### src/rtl/elevator_dir_matrix_scan.sv
`default_nettype none
// ============================================================================
// Module   : elevator_dir_matrix_scan
// Purpose  : Column-scan driver for the elevator direction dot-matrix panel.
//            Shows one 5-column arrow glyph per car: scrolling up/down arrows
//            for moving cars, a two-dot idle marker and a blinking fault block.
//            Single clock; the column step is a clock-enable from a prescaler.
// Ports    : clk      - system clock (only clock)
//            resetn   - asynchronous active-low reset
//            elv_dir  - car k at [2k+1:2k]: 00 idle, 01 up, 10 down, 11 fault
//            blank    - 1 = panel dark (counters keep running)
//            dot_col  - one-hot column select, active high, car k owns 5k..5k+4
//            dot_raw  - row drive, active low (0 = lit)
// Revision : 1.0 - initial release
// ============================================================================
module elevator_dir_matrix_scan #(
  parameter int NUM_ELV       = 2,
  parameter int ROWS          = 14,
  parameter int SCAN_DIV      = 6000,
  parameter int SCROLL_FRAMES = 8,
  parameter int BLINK_FRAMES  = 25,
  parameter int ANIMATE       = 1
) (
  input  logic                 clk,
  input  logic                 resetn,
  input  logic [2*NUM_ELV-1:0] elv_dir,
  input  logic                 blank,
  output logic [5*NUM_ELV-1:0] dot_col,
  output logic [ROWS-1:0]      dot_raw
);

  localparam int c_ncol  = 5 * NUM_ELV;
  localparam int c_pre_w = (SCAN_DIV > 1) ? $clog2(SCAN_DIV) : 1;
  localparam int c_col_w = $clog2(c_ncol);
  localparam int c_p_w   = $clog2(ROWS);
  localparam int c_sc_w  = (SCROLL_FRAMES > 1) ? $clog2(SCROLL_FRAMES) : 1;
  localparam int c_bl_w  = (BLINK_FRAMES > 1) ? $clog2(BLINK_FRAMES) : 1;
  localparam int c_mid   = ROWS / 2;

  localparam logic [c_pre_w-1:0] c_pre_last = c_pre_w'(SCAN_DIV - 1);
  localparam logic [c_col_w-1:0] c_col_last = c_col_w'(c_ncol - 1);
  localparam logic [c_col_w-1:0] c_col_five = c_col_w'(5);
  localparam logic [c_p_w-1:0]   c_p_last   = c_p_w'(ROWS - 1);
  localparam logic [c_sc_w-1:0]  c_sc_last  = c_sc_w'(SCROLL_FRAMES - 1);
  localparam logic [c_bl_w-1:0]  c_bl_last  = c_bl_w'(BLINK_FRAMES - 1);
  localparam logic [c_ncol-1:0]  c_col_one  = c_ncol'(1);

  localparam logic [1:0] c_dir_up    = 2'b01;
  localparam logic [1:0] c_dir_down  = 2'b10;
  localparam logic [1:0] c_dir_fault = 2'b11;

  // Single-row mask for row (base - p) mod ROWS; base is small and p < ROWS.
  function automatic logic [ROWS-1:0] row_mask(input int base, input logic [c_p_w-1:0] p);
    int              idx;
    logic [ROWS-1:0] one;
    one = ROWS'(1);
    idx = (base >= int'(p)) ? (base - int'(p)) : (base + ROWS - int'(p));
    return one << idx;
  endfunction

  // Lit-row mask (1 = lit) of one car column c for the given direction state.
  function automatic logic [ROWS-1:0] glyph(input logic [1:0]       dir,
                                            input logic [c_p_w-1:0] p,
                                            input logic [2:0]       c,
                                            input logic             bon);
    logic [ROWS-1:0] up;
    logic [ROWS-1:0] m;
    case (c)
      3'd0, 3'd4: up = row_mask(2, p) | row_mask(3, p);
      3'd1, 3'd3: up = row_mask(1, p) | row_mask(2, p);
      3'd2:       up = '1;
      default:    up = '0;
    endcase
    case (dir)
      c_dir_up:    m = up;
      c_dir_down:  m = {<<{up}};  // bit reverse mirrors row r to ROWS-1-r
      c_dir_fault: m = {ROWS{bon}};
      default:     m = (c == 3'd2) ? (row_mask(c_mid - 1, '0) | row_mask(c_mid, '0)) : '0;
    endcase
    return m;
  endfunction

  logic [c_pre_w-1:0] pre_q, pre_d;
  logic [c_col_w-1:0] col_q, col_d;
  logic [c_sc_w-1:0]  scroll_q, scroll_d;
  logic [c_bl_w-1:0]  blink_cnt_q, blink_cnt_d;
  logic               blink_on_q, blink_on_d;
  logic               started_q, started_d;
  logic [c_ncol-1:0]  dot_col_q, dot_col_d;
  logic [ROWS-1:0]    dot_raw_q, dot_raw_d;

  logic               w_tick;
  logic               w_frame;
  logic               w_count;
  logic               w_scroll_wrap;
  logic               w_blink_wrap;
  logic [NUM_ELV:0][ROWS-1:0] w_lit_acc;

  always_comb begin
    w_tick  = (pre_q == c_pre_last);
    pre_d   = w_tick ? '0 : pre_q + 1'b1;
    col_d   = col_q;
    w_frame = 1'b0;
    if (w_tick) begin
      w_frame = (col_q == c_col_last);
      col_d   = w_frame ? '0 : col_q + 1'b1;
    end
    // The very first boundary after reset starts frame 0 without ending one,
    // so the frame counters only advance on boundaries after it.
    w_count       = w_frame & started_q;
    w_scroll_wrap = w_count & (scroll_q == c_sc_last);
    w_blink_wrap  = w_count & (blink_cnt_q == c_bl_last);
    scroll_d      = scroll_q;
    blink_cnt_d   = blink_cnt_q;
    if (w_count) begin
      scroll_d    = w_scroll_wrap ? '0 : scroll_q + 1'b1;
      blink_cnt_d = w_blink_wrap ? '0 : blink_cnt_q + 1'b1;
    end
    blink_on_d = blink_on_q ^ w_blink_wrap;
    started_d  = started_q | w_tick;
    dot_col_d  = blank ? '0 : (c_col_one << col_d);
    dot_raw_d  = blank ? '1 : ~w_lit_acc[NUM_ELV];
  end

  assign w_lit_acc[0] = '0;

  for (genvar k = 0; k < NUM_ELV; k++) begin : g_car
    localparam logic [c_col_w-1:0] c_lo = c_col_w'(5 * k);

    logic [1:0]         ldir_q, ldir_d;
    logic [c_p_w-1:0]   p_q, p_d;
    logic [c_col_w-1:0] w_off;
    logic               w_sel;
    logic [ROWS-1:0]    w_lit;

    always_comb begin
      ldir_d = ldir_q;
      p_d    = p_q;
      if (w_frame) begin
        ldir_d = elv_dir[2*k +: 2];
        if (ldir_d != ldir_q) begin
          p_d = '0;  // a direction change beats a coincident scroll step
        end else if ((ANIMATE != 0) && w_scroll_wrap &&
                     ((ldir_q == c_dir_up) || (ldir_q == c_dir_down))) begin
          p_d = (p_q == c_p_last) ? '0 : p_q + 1'b1;
        end
      end
    end

    // Wrapped offset: columns below this car's range land far above 4.
    assign w_off = col_d - c_lo;
    assign w_sel = (w_off < c_col_five);
    assign w_lit = glyph(ldir_d, p_d, w_off[2:0], blink_on_d);
    assign w_lit_acc[k+1] = w_lit_acc[k] | (w_sel ? w_lit : '0);

    always_ff @(posedge clk or negedge resetn) begin
      if (!resetn) begin
        ldir_q <= 2'b00;
        p_q    <= '0;
      end else begin
        ldir_q <= ldir_d;
        p_q    <= p_d;
      end
    end
  end

  always_ff @(posedge clk or negedge resetn) begin
    if (!resetn) begin
      pre_q       <= '0;
      col_q       <= c_col_last;
      scroll_q    <= '0;
      blink_cnt_q <= '0;
      blink_on_q  <= 1'b1;
      started_q   <= 1'b0;
      dot_col_q   <= '0;
      dot_raw_q   <= '1;
    end else begin
      pre_q       <= pre_d;
      col_q       <= col_d;
      scroll_q    <= scroll_d;
      blink_cnt_q <= blink_cnt_d;
      blink_on_q  <= blink_on_d;
      started_q   <= started_d;
      if (w_tick) begin
        dot_col_q <= dot_col_d;
        dot_raw_q <= dot_raw_d;
      end
    end
  end

  assign dot_col = dot_col_q;
  assign dot_raw = dot_raw_q;

endmodule
`default_nettype wire

### config.mk
export PLATFORM = sky130hd
export DESIGN_NAME = elevator_dir_matrix_scan
export DESIGN_NICKNAME = d
export VERILOG_FILES = /design/src/rtl/elevator_dir_matrix_scan.sv
export SDC_FILE = /design/constraint.sdc
export NUM_CORES = 1
export LEC_CHECK = 0
export CORE_UTILIZATION = 30
export DETAILED_ROUTE_END_ITERATION = 6
export PLACE_DENSITY = 0.51
export SLEW_MARGIN = 20
export SYNTH_ARGS = -nofsm -noshare
export SYNTH_HDL_FRONTEND = slang
export SYNTH_SLANG_ARGS = --single-unit
### constraint.sdc
create_clock -name clk -period 14.45 [get_ports clk]
set_input_delay 1.445 -clock clk [delete_from_list [all_inputs] [get_ports clk]]
set_output_delay 1.445 -clock clk [all_outputs]
set_load 0.05 [all_outputs]
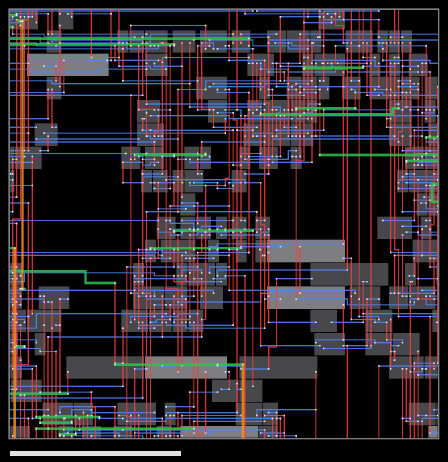
*Layout detail*
Scale bar: 20 um. Window x 45 to 95, y 72 to 122 um. Cells in gray, sequential cells in the stronger gray; small squares are vias.
Key: green = met3; orange = met4; blue = met1; red = met2
136 logic cells have their middle in the window. Netlist names of flops here include g_car.ldir_q (2). Sequential cells in the window: 5. Most frequent: nor2_1 (17), nand2_1 (11), o22ai_1 (7).

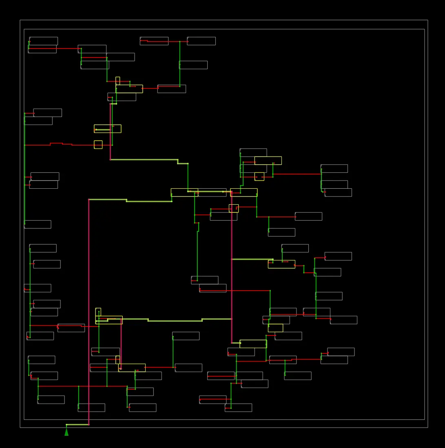
*Clock nets*
Inserted Clock Buffers: 9
clock insertion delay at the later pin of the skew report: 0.34 ns
layout sequential cell count: 63
clock sink total: 63
number of clock-tree buffers in the layout: 11

==> results.txt <==
Implementation results.

The endpoint of the worst hold-timing path is dot_col[9]. Final hold analysis gives a worst-case slack of 0.484 ns. The number of buffers inserted for hold repair after clock tree synthesis is 0.

Per the placement report, the placed cell count is 940. Of the synthesized area, sequential elements account for 28.3%. Leaving out fill and tap cells, the most frequent cell in the layout is nor2_1.

The power per cell area is 60.0 nW/um2. The required time at the worst endpoint is listed as 14.71 ns. The number of nets in the finished design is 753. The final worst clock skew is 0.00694 ns.

The average instance area after synthesis is 8.02 um2. The dominant power group is clock. The met3 routed wirelength is 765 um.

The number of inverters outside the clock class in the layout is 33. Setup violations remaining at the end of the flow were counted as 0. For this run, the number of Yosys warnings is 0. The remaining routing DRC violations is 0. The timing report lists the critical path depth as 18 cells.

Cells with a size suffix above 1 make up 9.90% of the layout. The flow ran to the end, and the final reports show no timing, DRC or antenna violations. After the flow finishes, the layout carries non-filler instances totaling 956. The vias per cell is 5.93. The number of standard cells reported by yosys is 703. For the combinational group, total power comes out at 0.00664 mW. The count of pins over their slew limit is 0. The top flip-flop cell by instance count after synthesis is dfrtp_1. The die extent in y is 139 um. The final weighted congestion recorded by global placement is 0.907. In the layout the commonest cells are 75 x nor2_1, 63 x nand2_1, 50 x o21ai_0. The core region is 18200 um2. The share of total power consumed by net switching is 22.5%. In the final layout, excluding clock buffers the buffer count is 36.

Entering global routing, the biggest net connects 64 pins. The final layout report lists a filler cell count of 1874. The number of flops mapped to enable cells by yosys is 0. Routed signal wires occupy layers up through met4.

The worst reg-to-reg path cell count is 17. The detailed-routed wire length on met2 is 9000 um. The gate count after technology mapping is 703. The end of the worst register-to-register path is dot_raw[13]. The share of power burned in combinational logic is 1.7%. Looking at the clock tree report, the maximum root-to-sink buffer count equals 2. The first global-routing pass estimated 29900 um of wire. The synthesis-stage register bit count is 63. The number of detailed-route iterations in the first pass is 5.

The number of antenna violations at the first check in global routing is 0. The classification of the worst-slack hold path is register to register. Per the post-place timing report, worst setup slack is 8.15 ns.
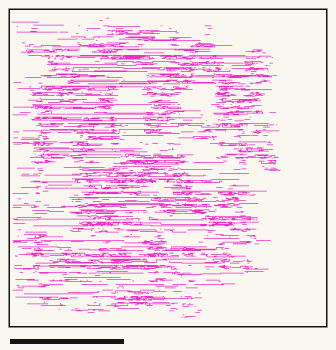
*M1 wires*
Scale bar: 50 um.
The wires run mostly horizontal. 709 nets have wire on it. The layer carries 8720 um of wire.
met1 Track Usage GR: 25.9%
detailed-route via count: 5669
sum of routed wire length over all layers: 18900 um

No activity file was given, so power comes from the tool's default toggle rates.
